`src/rtl/demux_1x4_deser.sv`:
```
// 1:4 lane deserializer: scatters narrow beats into a 4-lane word with one held output word.
// Optional DEMUX_PARITY_EN adds a fifth parity beat per word and reports out_perr.
module demux_1x4_deser_lane #(
  parameter int DATA_W = 8
) (
  input  logic              clk,
  input  logic              rst,
  input  logic              we,
  input  logic [DATA_W-1:0] d,
  output logic [DATA_W-1:0] q
);
  always_ff @(posedge clk) begin
    if (rst)     q <= '0;
    else if (we) q <= d;
  end
endmodule

module demux_1x4_deser #(
  parameter int DATA_W = 8
) (
  input  logic                clk,
  input  logic                rst,
  input  logic                in_valid,
  output logic                in_ready,
  input  logic [DATA_W-1:0]   in_data,
  input  logic                in_sof,
  output logic [2:0]          phase,
  output logic                out_valid,
  input  logic                out_ready,
  output logic [4*DATA_W-1:0] out_data,
  output logic                out_perr,
  output logic                sync_err
);
`ifdef DEMUX_PARITY_EN
  localparam int NSTG = 4;
`else
  localparam int NSTG = 3;
`endif
  // The final slot completes the word; it is lane 3 or the parity beat.
  localparam logic [2:0] LAST = 3'(NSTG);

  logic [NSTG-1:0][DATA_W-1:0] stage;
  logic [4*DATA_W-1:0]         word;
  logic [2:0]                  wr_idx;
  logic                        final_slot, acc, resync, load;

  assign final_slot = (phase == LAST);
  assign in_ready   = !(final_slot && out_valid && !out_ready);
  assign acc        = in_valid && in_ready;
  assign resync     = acc && in_sof && (phase != 3'd0);
  assign load       = acc && final_slot && !in_sof;
  // A resync beat always lands in lane 0; the final slot index has no stage lane.
  assign wr_idx     = resync ? 3'd0 : phase;

  generate
    for (genvar k = 0; k < NSTG; k++) begin : g_lane
      demux_1x4_deser_lane #(.DATA_W(DATA_W)) u_lane (
        .clk (clk),
        .rst (rst),
        .we  (acc && (wr_idx == 3'(k))),
        .d   (in_data),
        .q   (stage[k])
      );
    end
  endgenerate

`ifdef DEMUX_PARITY_EN
  assign word = stage;

  always_ff @(posedge clk) begin
    if (rst)       out_perr <= 1'b0;
    else if (load) out_perr <= ^word ^ in_data[0];
  end
`else
  assign word     = {in_data, stage};
  assign out_perr = 1'b0;
`endif

  always_ff @(posedge clk) begin
    if (rst) begin
      phase     <= 3'd0;
      out_valid <= 1'b0;
      out_data  <= '0;
      sync_err  <= 1'b0;
    end else begin
      sync_err <= resync;
      if (acc) begin
        if (resync)          phase <= 3'd1;
        else if (final_slot) phase <= 3'd0;
        else                 phase <= phase + 3'd1;
      end
      if (load) begin
        out_valid <= 1'b1;
        out_data  <= word;
      end else if (out_valid && out_ready) begin
        out_valid <= 1'b0;
      end
    end
  end
endmodule

```
`config.mk`:
```
export PLATFORM = sky130hd
export DESIGN_NAME = demux_1x4_deser
export DESIGN_NICKNAME = d
export VERILOG_FILES = /design/src/rtl/demux_1x4_deser.sv
export SDC_FILE = /design/constraint.sdc
export NUM_CORES = 1
export LEC_CHECK = 0
export ABC_AREA = 1
export CAP_MARGIN = 10
export CELL_PAD_IN_SITES_DETAIL_PLACEMENT = 1
export CELL_PAD_IN_SITES_GLOBAL_PLACEMENT = 2
export CORE_MARGIN = 2
export CORE_UTILIZATION = 30
export CTS_CLUSTER_SIZE = 16
export DETAILED_ROUTE_END_ITERATION = 8
export PLACE_DENSITY = 0.92
export SLEW_MARGIN = 5
export SYNTH_ARGS = -nofsm -noshare
export SYNTH_HDL_FRONTEND = slang
export SYNTH_SLANG_ARGS = --single-unit
```
`constraint.sdc`:
```
create_clock -name clk -period 4.3 [get_ports clk]
set_clock_uncertainty 0.15 [all_clocks]
set_input_delay 1.29 -clock clk [delete_from_list [all_inputs] [get_ports clk]]
set_output_delay 1.29 -clock clk [all_outputs]
set_load 0.01 [all_outputs]
```
==> results.cfg <==
; yosys + openroad results
[yosys]
syn-instance-count = 316
yosysMostFrequentCell = dfxtp_1
synth.avg_cell_area_um2 = 7.74
edf_count = 0
synth-async-reset-ratio_pct = 0
yosys_cells = 316
post_synth_num_cell_types = 23
yosysSeqAreaShare_pct = 49.9
synth.area.top_cells = dfxtp_1 (50%), nor2_1 (9.2%), nand2_1 (7.4%)
syn_area_mm2 = 0.00245
ys_warn_count = 0

[place]
place_hpwl_mm = 4.09

[pwr]
pwr_density_cell_mw_per_mm2 = 394
peakVddDrop_v = 0.000159
p_leak_nw = 1.44

[global_route]
antenna_found_initial = 0
grt_max_degree = 59
grt_pass1_vias = 2098

[clocking]
cts_tree = built
cts_buffers = 9
clk_latency_ns = 0.34
cts.htree.levels = 3
cts_root_buf = clkbuf_8
clock_sinks = 61
postCtsResizedCells = 0

[routing]
drt_iter0_drc = 62
detail-route-antenna-nets = 0
drc_errors = 0
wirelength_mm = 5.91

[run]
log.warning_count = 27
maxCapViolations = 0

[critical_path]
cp.depth = 4
slowest_stage = clkdlybuf4s50_1
r2r.worst_path.cells = 8
start_kind = primary input
worst_path_most_repeated_cell = clkdlybuf4s50_1
cp_cell_sequence = clkdlybuf4s50_1, nor2_2, nand2_4, clkdlybuf4s50_1
arrival_ns = 2.46

[cells_and_area]
final.fill_count = 937
syn_to_final_growth_pct = 31.8
fin_nets = 379
diodes = 0
layout.cells.non_filler = 470

[timing]
slew_headroom_pct = 64.3
fin_setup_tns_ns = 0
setup_viol = 0
fin_crit_ns = 3.90
drv_slew = 0
rsz0062_at_grt = no

[die]
die_y_um = 94.3
io_pins = 52

[run_status]
run_status = finished, final reports clean
-- flip-flops by register name (all words and copies together), names as in the netlist --
signal           count
g_lane.u_lane.q     24
out_data            32
out_valid            1
phase                3
sync_err             1
-- cells by family after synthesis --
logic type | share of synthesized area [%]
compound gates | 12.9
other cells | 0.153
buf+inv | 10.3
fa+ha+maj | 1.02
flops | 49.9
simple gates | 25.7
-- layer usage --
metal	global-route usage (%)	wire, um	vias to the layer above
met1	18.4	2860	973
met2	23.2	2750	35
met4	7.25	97	0
met5	0	0	-
li1	-	-	1076
met3	3.29	194	9
-- tightest hold or removal path: cells and delay by family, from the launching register on --
family	cells	cell delay [ns]
flops	1	0.30
buf+inv	1	0.06
compound gates	1	0.05
-- per-stage QoR --
stage | hold slack [ns] | area (um2) | setup slack [ns] | power (mW)
3_3_place_gp | 0.295 | 3010 | 0.399 | 0.720
2_1_floorplan | 0.280 | 2450 | 1.33 | 0.683
3_5_place_dp | 0.299 | 3010 | 0.386 | 0.724
6_report | 0.305 | 3220 | 0.398 | 1.27
4_1_cts | 0.305 | 3220 | 0.386 | 1.29
5_1_grt | 0.333 | 3220 | 0.357 | 1.33
-- placed cells by master, fill, tap and decap left out --
cell type        synthesis  final
clkbuf_1                 6      1
bufinv_16                0      2
nand2_1                 48     48
nor2_8                   1      1
conb_1                   1      1
nand2_2                  3      3
nand4_1                  8      8
clkbuf_8                 0     10
clkinvlp_4               0      1
nand2_4                  3      3
inv_1                   42     42
nor2_2                   2      2
nor3_4                   0      1
o21ai_0                 34     34
buf_4                    1      3
clkdlybuf4s50_1          0     50
nor2_1                  60     60
nand3_1                  2      2
a21oi_1                 27     27
clkinv_2                 0      1
nand4_4                  1      1
nor2_4                   1      1
nand3_4                  2      2
dfxtp_1                 61     61
ha_1                     2      2
a21boi_2                 1      1
-- power by group --
group	switching, mW	internal (mW)	leakage, nW
logic	0.0693	0.0450	0.837
registers	0.00995	0.585	0.495
clock network	0.224	0.338	0.105
total	0.303	0.968	1.44
-- area by class of cell --
type | count | area [um2] | share of cell area (%)
clock inverters | 4 | 72.6 | 2.25
clock buffers | 11 | 141 | 4.39
flip-flops and latches | 61 | 1220 | 37.9
repair buffers | 53 | 523 | 16.2
inverters | 42 | 158 | 4.89
well taps | 102 | 128 | 3.96
multi-input cells | 197 | 980 | 30.4
-- worst paths after layout --
| kind | from | end | slack (ns) |
|---|---|---|---|
| worst max-delay path | out_ready | in_ready | 0.40 |
| worst min-delay path | g_lane[2].u_lane.q[2] | out_data[18] | 0.30 |
| worst max register to register | phase[1] | out_data[28] | 1.99 |
| worst min register to register | g_lane[2].u_lane.q[2] | out_data[18] | 0.30 |
Routing congestion:
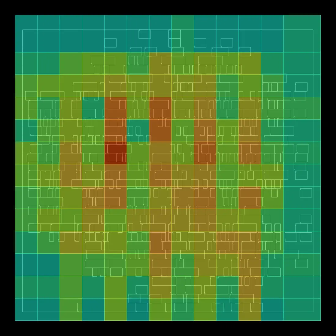
DR WL/cell: 12.6 um
Final Util: 41.3%
M1 GR Usage: 18.4%
met3 Usage GRT: 3.29%

Clock distribution:
(4 px per um)
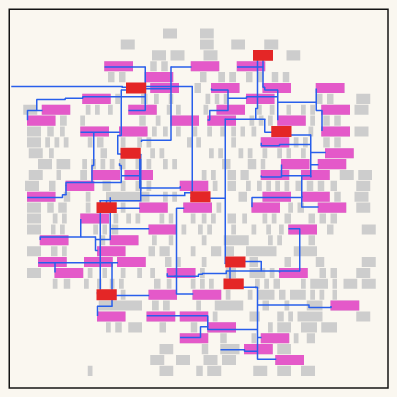
legend:
  blue:
    item: clock wires
    length: 867 um
  magenta:
    item: flip-flops
    count: 61
  red:
    item: clock-net drivers
    count: 9
flops lie: spread over the die

Power figures rest on the tool's default switching activity, not on a simulated workload.
